## src/rtl/tlp_rx_decoder.sv

```systemverilog
// rtl/tlp_rx_decoder.sv - PCIe RX TLP decoder: MRd/MWr headers to one request, then write payload one DW at a time
module tlp_rx_decoder #(
  parameter int ADDR_W = 32,
  parameter int LEN_W  = 11
) (
  input  logic              sys_clk,
  input  logic              reset,
  input  logic [63:0]       rx_tdata,
  input  logic [7:0]        rx_tkeep,
  input  logic              rx_tlast,
  input  logic              rx_tvalid,
  output logic              rx_tready,
  output logic              req_valid,
  input  logic              req_ready,
  output logic              req_write,
  output logic [ADDR_W-1:0] req_addr,
  output logic [LEN_W-1:0]  req_burst_length,
  output logic [3:0]        req_first_be,
  output logic [3:0]        req_last_be,
  output logic [7:0]        req_tag,
  output logic [15:0]       req_id,
  output logic [31:0]       wdata,
  output logic              wdata_valid,
  output logic              wdata_last,
  input  logic              wdata_ready,
  output logic              err_unsupported,
  output logic              err_malformed
);

  localparam logic [2:0] S_IDLE = 3'd0;
  localparam logic [2:0] S_HDR2 = 3'd1;
  localparam logic [2:0] S_REQ  = 3'd2;
  localparam logic [2:0] S_DATA = 3'd3;
  localparam logic [2:0] S_DROP = 3'd4;

  logic [2:0]        state_q, state_d;
  logic              write_q, write_d;
  logic              dw4_q, dw4_d;
  logic              extra_q, extra_d;
  logic [ADDR_W-1:0] addr_q, addr_d;
  logic [LEN_W-1:0]  len_q, len_d;
  logic [LEN_W-1:0]  rem_q, rem_d;
  logic [3:0]        fbe_q, fbe_d;
  logic [3:0]        lbe_q, lbe_d;
  logic [7:0]        tag_q, tag_d;
  logic [15:0]       rid_q, rid_d;
  logic [31:0]       buf0_q, buf0_d;
  logic [31:0]       buf1_q, buf1_d;
  logic [1:0]        cnt_q, cnt_d;
  logic              err_unsup_q, err_unsup_d;
  logic              err_mal_q, err_mal_d;

  logic              rx_fire;
  logic              hdr_ok;
  logic [LEN_W-1:0]  hdr_len;
  logic [63:0]       addr64;
  logic              addr_hi_bad;
  logic              tkeep_unused;

  assign tkeep_unused = ^rx_tkeep;

  assign rx_fire     = rx_tvalid & rx_tready;
  assign hdr_ok      = (rx_tdata[28:24] == 5'b00000);
  assign hdr_len     = (rx_tdata[9:0] == 10'd0) ? LEN_W'(1024) : LEN_W'(rx_tdata[9:0]);
  // 4DW second beat carries addr[63:32] in the low DW and addr[31:0] in the high DW
  assign addr64      = dw4_q ? {rx_tdata[31:0], rx_tdata[63:34], 2'b00}
                             : {32'd0, rx_tdata[31:2], 2'b00};
  assign addr_hi_bad = dw4_q && ((addr64 >> ADDR_W) != 64'd0);

  assign rx_tready = !reset && ((state_q == S_IDLE) || (state_q == S_HDR2) ||
                                (state_q == S_DROP) ||
                                ((state_q == S_DATA) && (cnt_q == 2'd0)));

  assign req_valid        = (state_q == S_REQ);
  assign req_write        = write_q;
  assign req_addr         = addr_q;
  assign req_burst_length = len_q;
  assign req_first_be     = fbe_q;
  assign req_last_be      = lbe_q;
  assign req_tag          = tag_q;
  assign req_id           = rid_q;
  assign wdata            = buf0_q;
  assign wdata_valid      = (state_q == S_DATA) && (cnt_q != 2'd0);
  assign wdata_last       = wdata_valid && (rem_q == LEN_W'(1));
  assign err_unsupported  = err_unsup_q;
  assign err_malformed    = err_mal_q;

  always_comb begin
    state_d     = state_q;
    write_d     = write_q;
    dw4_d       = dw4_q;
    extra_d     = extra_q;
    addr_d      = addr_q;
    len_d       = len_q;
    rem_d       = rem_q;
    fbe_d       = fbe_q;
    lbe_d       = lbe_q;
    tag_d       = tag_q;
    rid_d       = rid_q;
    buf0_d      = buf0_q;
    buf1_d      = buf1_q;
    cnt_d       = cnt_q;
    err_unsup_d = 1'b0;
    err_mal_d   = 1'b0;

    case (state_q)
      S_IDLE: begin
        if (rx_fire) begin
          write_d = rx_tdata[30];
          dw4_d   = rx_tdata[29];
          len_d   = hdr_len;
          rid_d   = rx_tdata[63:48];
          tag_d   = rx_tdata[47:40];
          lbe_d   = rx_tdata[39:36];
          fbe_d   = rx_tdata[35:32];
          extra_d = 1'b0;
          cnt_d   = 2'd0;
          if (!hdr_ok) begin
            err_unsup_d = 1'b1;
            state_d     = rx_tlast ? S_IDLE : S_DROP;
          end else if (rx_tlast) begin
            err_mal_d = 1'b1;
          end else begin
            state_d = S_HDR2;
          end
        end
      end

      S_HDR2: begin
        if (rx_fire) begin
          addr_d = addr64[ADDR_W-1:0];
          rem_d  = len_q;
          if (addr_hi_bad) begin
            err_unsup_d = 1'b1;
            state_d     = rx_tlast ? S_IDLE : S_DROP;
          end else if (write_q && dw4_q) begin
            if (rx_tlast) begin
              err_mal_d = 1'b1;
              state_d   = S_IDLE;
            end else begin
              state_d = S_REQ;
            end
          end else if (write_q) begin
            // MWr32 header beat already carries payload DW0
            buf0_d  = rx_tdata[63:32];
            cnt_d   = 2'd1;
            state_d = S_REQ;
            if (rx_tlast && (len_q != LEN_W'(1))) begin
              err_mal_d = 1'b1;
              rem_d     = LEN_W'(1);
            end else if (!rx_tlast && (len_q == LEN_W'(1))) begin
              err_mal_d = 1'b1;
              extra_d   = 1'b1;
            end
          end else begin
            state_d = S_REQ;
            if (!rx_tlast) begin
              err_mal_d = 1'b1;
              extra_d   = 1'b1;
            end
          end
        end
      end

      S_REQ: begin
        if (req_ready) begin
          if (write_q) begin
            state_d = S_DATA;
          end else begin
            state_d = extra_q ? S_DROP : S_IDLE;
            extra_d = 1'b0;
          end
        end
      end

      S_DATA: begin
        if (cnt_q != 2'd0) begin
          if (wdata_ready) begin
            buf0_d = buf1_q;
            cnt_d  = cnt_q - 2'd1;
            rem_d  = rem_q - LEN_W'(1);
            if (rem_q == LEN_W'(1)) begin
              state_d = extra_q ? S_DROP : S_IDLE;
              extra_d = 1'b0;
            end
          end
        end else if (rx_fire) begin
          buf0_d = rx_tdata[31:0];
          buf1_d = rx_tdata[63:32];
          cnt_d  = (rem_q == LEN_W'(1)) ? 2'd1 : 2'd2;
          // Early tlast shrinks the burst so the last received DW carries wdata_last
          if (rx_tlast && (rem_q > LEN_W'(2))) begin
            err_mal_d = 1'b1;
            rem_d     = LEN_W'(2);
          end else if (!rx_tlast && (rem_q <= LEN_W'(2))) begin
            err_mal_d = 1'b1;
            extra_d   = 1'b1;
          end
        end
      end

      S_DROP: begin
        if (rx_fire && rx_tlast) begin
          state_d = S_IDLE;
        end
      end

      default: begin
        state_d = S_IDLE;
      end
    endcase
  end

  always_ff @(posedge sys_clk) begin
    if (reset) begin
      state_q     <= S_IDLE;
      write_q     <= 1'b0;
      dw4_q       <= 1'b0;
      extra_q     <= 1'b0;
      addr_q      <= '0;
      len_q       <= '0;
      rem_q       <= '0;
      fbe_q       <= 4'd0;
      lbe_q       <= 4'd0;
      tag_q       <= 8'd0;
      rid_q       <= 16'd0;
      buf0_q      <= 32'd0;
      buf1_q      <= 32'd0;
      cnt_q       <= 2'd0;
      err_unsup_q <= 1'b0;
      err_mal_q   <= 1'b0;
    end else begin
      state_q     <= state_d;
      write_q     <= write_d;
      dw4_q       <= dw4_d;
      extra_q     <= extra_d;
      addr_q      <= addr_d;
      len_q       <= len_d;
      rem_q       <= rem_d;
      fbe_q       <= fbe_d;
      lbe_q       <= lbe_d;
      tag_q       <= tag_d;
      rid_q       <= rid_d;
      buf0_q      <= buf0_d;
      buf1_q      <= buf1_d;
      cnt_q       <= cnt_d;
      err_unsup_q <= err_unsup_d;
      err_mal_q   <= err_mal_d;
    end
  end

endmodule

```

## config.mk

```make
export PLATFORM = sky130hd
export DESIGN_NAME = tlp_rx_decoder
export DESIGN_NICKNAME = d
export VERILOG_FILES = /design/src/rtl/tlp_rx_decoder.sv
export SDC_FILE = /design/constraint.sdc
export NUM_CORES = 1
export LEC_CHECK = 0
export CAP_MARGIN = 20
export CORE_ASPECT_RATIO = 0.9
export CORE_MARGIN = 3
export CORE_UTILIZATION = 35
export CTS_CLUSTER_DIAMETER = 120
export DETAILED_ROUTE_END_ITERATION = 12
export GPL_ROUTABILITY_DRIVEN = 0
export PLACE_DENSITY = 0.73
export REMOVE_ABC_BUFFERS = 1
export SLEW_MARGIN = 20
export SYNTH_ARGS = -nofsm -noshare
export SYNTH_HDL_FRONTEND = slang
export SYNTH_SLANG_ARGS = --single-unit
```

## constraint.sdc

```tcl
create_clock -name sys_clk -period 5.03 [get_ports sys_clk]
set_input_delay 1.509 -clock sys_clk [delete_from_list [all_inputs] [get_ports sys_clk]]
set_output_delay 1.509 -clock sys_clk [all_outputs]
set_load 0.005 [all_outputs]
```

**Supply network**

(2 px per um) Pins as bars on the die edge. Tap cells in gray.
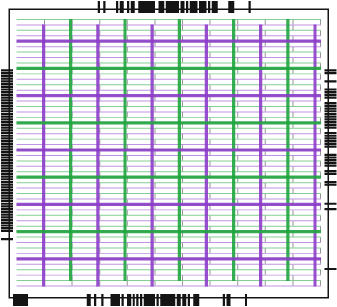
Key: purple = VSS; green = VDD
9 straps on met5. The core has 49 rows. 192 signal pins sit on the boundary. 280 tap cells. 11 straps on met4.

**Met2 routing**

(1.5 px per um)
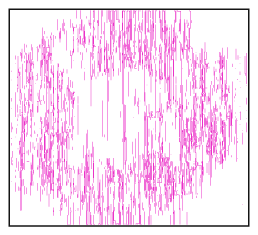
The layer carries 11000 um of wire. 911 nets have wire on it. The layer holds 46% of the routed length.

==> results.txt <==
Purpose: to document the outcome of synthesis and place and route.

Outcome
The flow ran to the end, and the final reports show no timing, DRC or antenna violations.

STA
The worst setup skew after layout is 0.01314 ns. The pin closest to its max-slew limit shows a slew of 0.8793 ns. The worst hold slack is 0.4521 ns. The final max-slew violation count recorded for this run is 0. The worst path uses 78.85% of the clock period. Setup repair after global routing left no endpoint under its margin. Headroom to the max-slew limit came out at 41.32%.

Global routing
The initial antenna violation count is 0. The total track usage is 20.56%. The first global-routing pass estimated 37.83 mm of wire.

Yosys
After synthesis the cells add up to 7347 um^2. The fraction of registers with async set or reset after synthesis is 0%. The total cells reported by yosys after synthesis is 949.

The total of flip-flops plus latches after synthesis is 158. The synthesized netlist cell count is 949. The sequential element share of the synthesized area is 43.05%.

The cell type that accounts for the most area after synthesis is sky130_fd_sc_hd__dfxtp_1. In the synthesized netlist, the dominant kind of combinational cell is simple AND/OR/NAND/NOR gates. The mean post-synth cell area is 7.742 um^2.

Routing
Detailed-route iteration 0 reported a violation count of 546. The detailed-route vias per instance is 5.288.

Power
The internal portion of the total power is 2.129 mW. The part of the power in registers is 45.6%. The static leakage is 3.316 nW. Per the power-grid run, VDD falls by no more than 0.0002597 V.

Clock network
The deepest clock path buffer count is 2. The TritonCTS clock tree is done.

Final layout
The logic area is 3842 um^2. The total inserted antenna cells is 0. The biggest area consumer among cell classes is logic gates. Clock cells make up 5.662% of the layout cell area.

Setup path
Looking at the setup timing report, the critical path kind is input port to output pin. Data on the critical path is required at its endpoint by 3.52 ns. The capturing element type of the critical path is an output pin.

Floorplanning
The floorplan die area is 22770 um^2. Once the floorplan was initialized, standard cells occupied 36.20% of the core. The count of pins on the block boundary is 192.

Flow run
Per the run summary, max-cap violations total 0.
**Signal wires on met3**

(1.5 px per um) Cells faint in the background.
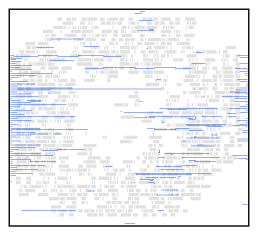
The layer holds 8.1% of the routed length. The longest straight run is 95.5 um. The layer carries 1950 um of wire. 140 nets have wire on it.

-- power by group through the flow --
stage / registers (mW) / clock network, mW / logic (mW)
floorplan: 1.32 / 0 / 0.0978
global placement: 1.32 / 0 / 0.279
detailed placement: 1.32 / 0 / 0.283
CTS: 1.29 / 1.29 / 0.284
global route: 1.29 / 1.33 / 0.311
finish: 1.29 / 1.25 / 0.285
-- critical path: stages --
cell,delay [ns]
sky130_fd_sc_hd__buf_4,0.16
sky130_fd_sc_hd__a221oi_1,0.23
sky130_fd_sc_hd__clkdlybuf4s50_1,0.55
-- how the worst max path moves through the flow --
stage | from | to | slack (ns) | cells after the start
CTS | reset | rx_tready | 1.04 | 3
detailed placement | reset | rx_tready | 1.04 | 3
finish | reset | rx_tready | 1.06 | 3
global placement | reset | rx_tready | 1.05 | 3
global route | state_q[1] | wdata_valid | 0.97 | 4
floorplan | state_q[0] | wdata[0] | 0.91 | 5
-- state kept, by name, summed over array words and instances (netlist names), 8 cells and up --
| name | count |
|---|---|
| req_id | 16 |
| buf1_q | 32 |
| req_addr | 30 |
| req_burst_length | 11 |
| rem_q | 11 |
| wdata | 32 |
| req_tag | 8 |
-- layer usage --
metal  up-vias  share of wire, %  track usage, %
li1       3576                 -               -
met1      3453                43           25.28
met2       244                46           33.98
met3        35               8.1           6.888
met4         0               2.7           7.462
met5         -                 0               0
-- Yosys cell counts, types with 2 or more instances --
library cell,instances
sky130_fd_sc_hd__or4_1,4
sky130_fd_sc_hd__mux2i_1,30
sky130_fd_sc_hd__a311o_1,32
sky130_fd_sc_hd__o21ai_0,15
sky130_fd_sc_hd__nor4_1,10
sky130_fd_sc_hd__nor3_1,16
sky130_fd_sc_hd__buf_2,9
sky130_fd_sc_hd__nor2_1,86
sky130_fd_sc_hd__a21oi_1,121
sky130_fd_sc_hd__nand2_1,261
sky130_fd_sc_hd__a221oi_1,6
sky130_fd_sc_hd__dfxtp_1,158
sky130_fd_sc_hd__a31oi_1,4
sky130_fd_sc_hd__o2111ai_1,2
sky130_fd_sc_hd__clkbuf_1,57
sky130_fd_sc_hd__buf_1,4
sky130_fd_sc_hd__buf_4,3
sky130_fd_sc_hd__nor2b_1,6
sky130_fd_sc_hd__ha_1,7
sky130_fd_sc_hd__nand2b_1,6
sky130_fd_sc_hd__xor2_1,2
sky130_fd_sc_hd__and2_1,3
sky130_fd_sc_hd__a21boi_0,3
sky130_fd_sc_hd__buf_6,3
sky130_fd_sc_hd__o2bb2ai_1,3
sky130_fd_sc_hd__xnor2_1,3
sky130_fd_sc_hd__a21o_1,3
sky130_fd_sc_hd__nor3b_1,3
sky130_fd_sc_hd__or2_2,2
sky130_fd_sc_hd__a211oi_1,34
sky130_fd_sc_hd__and3b_1,2
sky130_fd_sc_hd__inv_1,13
sky130_fd_sc_hd__nand3_1,8
-- per-stage QoR --
step	setup WS [ns]	cell area, um^2	cells
final	1.064	9945	1382
after global routing	0.9700	9945	1382
after CTS	1.038	9925	1381
after detailed placement	1.038	9361	1349
after global placement	1.047	9361	1349
after floorplan	0.9146	7020	874
-- cells by family after synthesis --
family / count (synthesis)
mux: 30
other cells: 1
buf+inv: 90
xor+xnor: 5
compound gates: 240
fa+ha+maj: 7
flops: 158
simple gates: 418
No activity file was given, so power comes from the tool's default toggle rates.
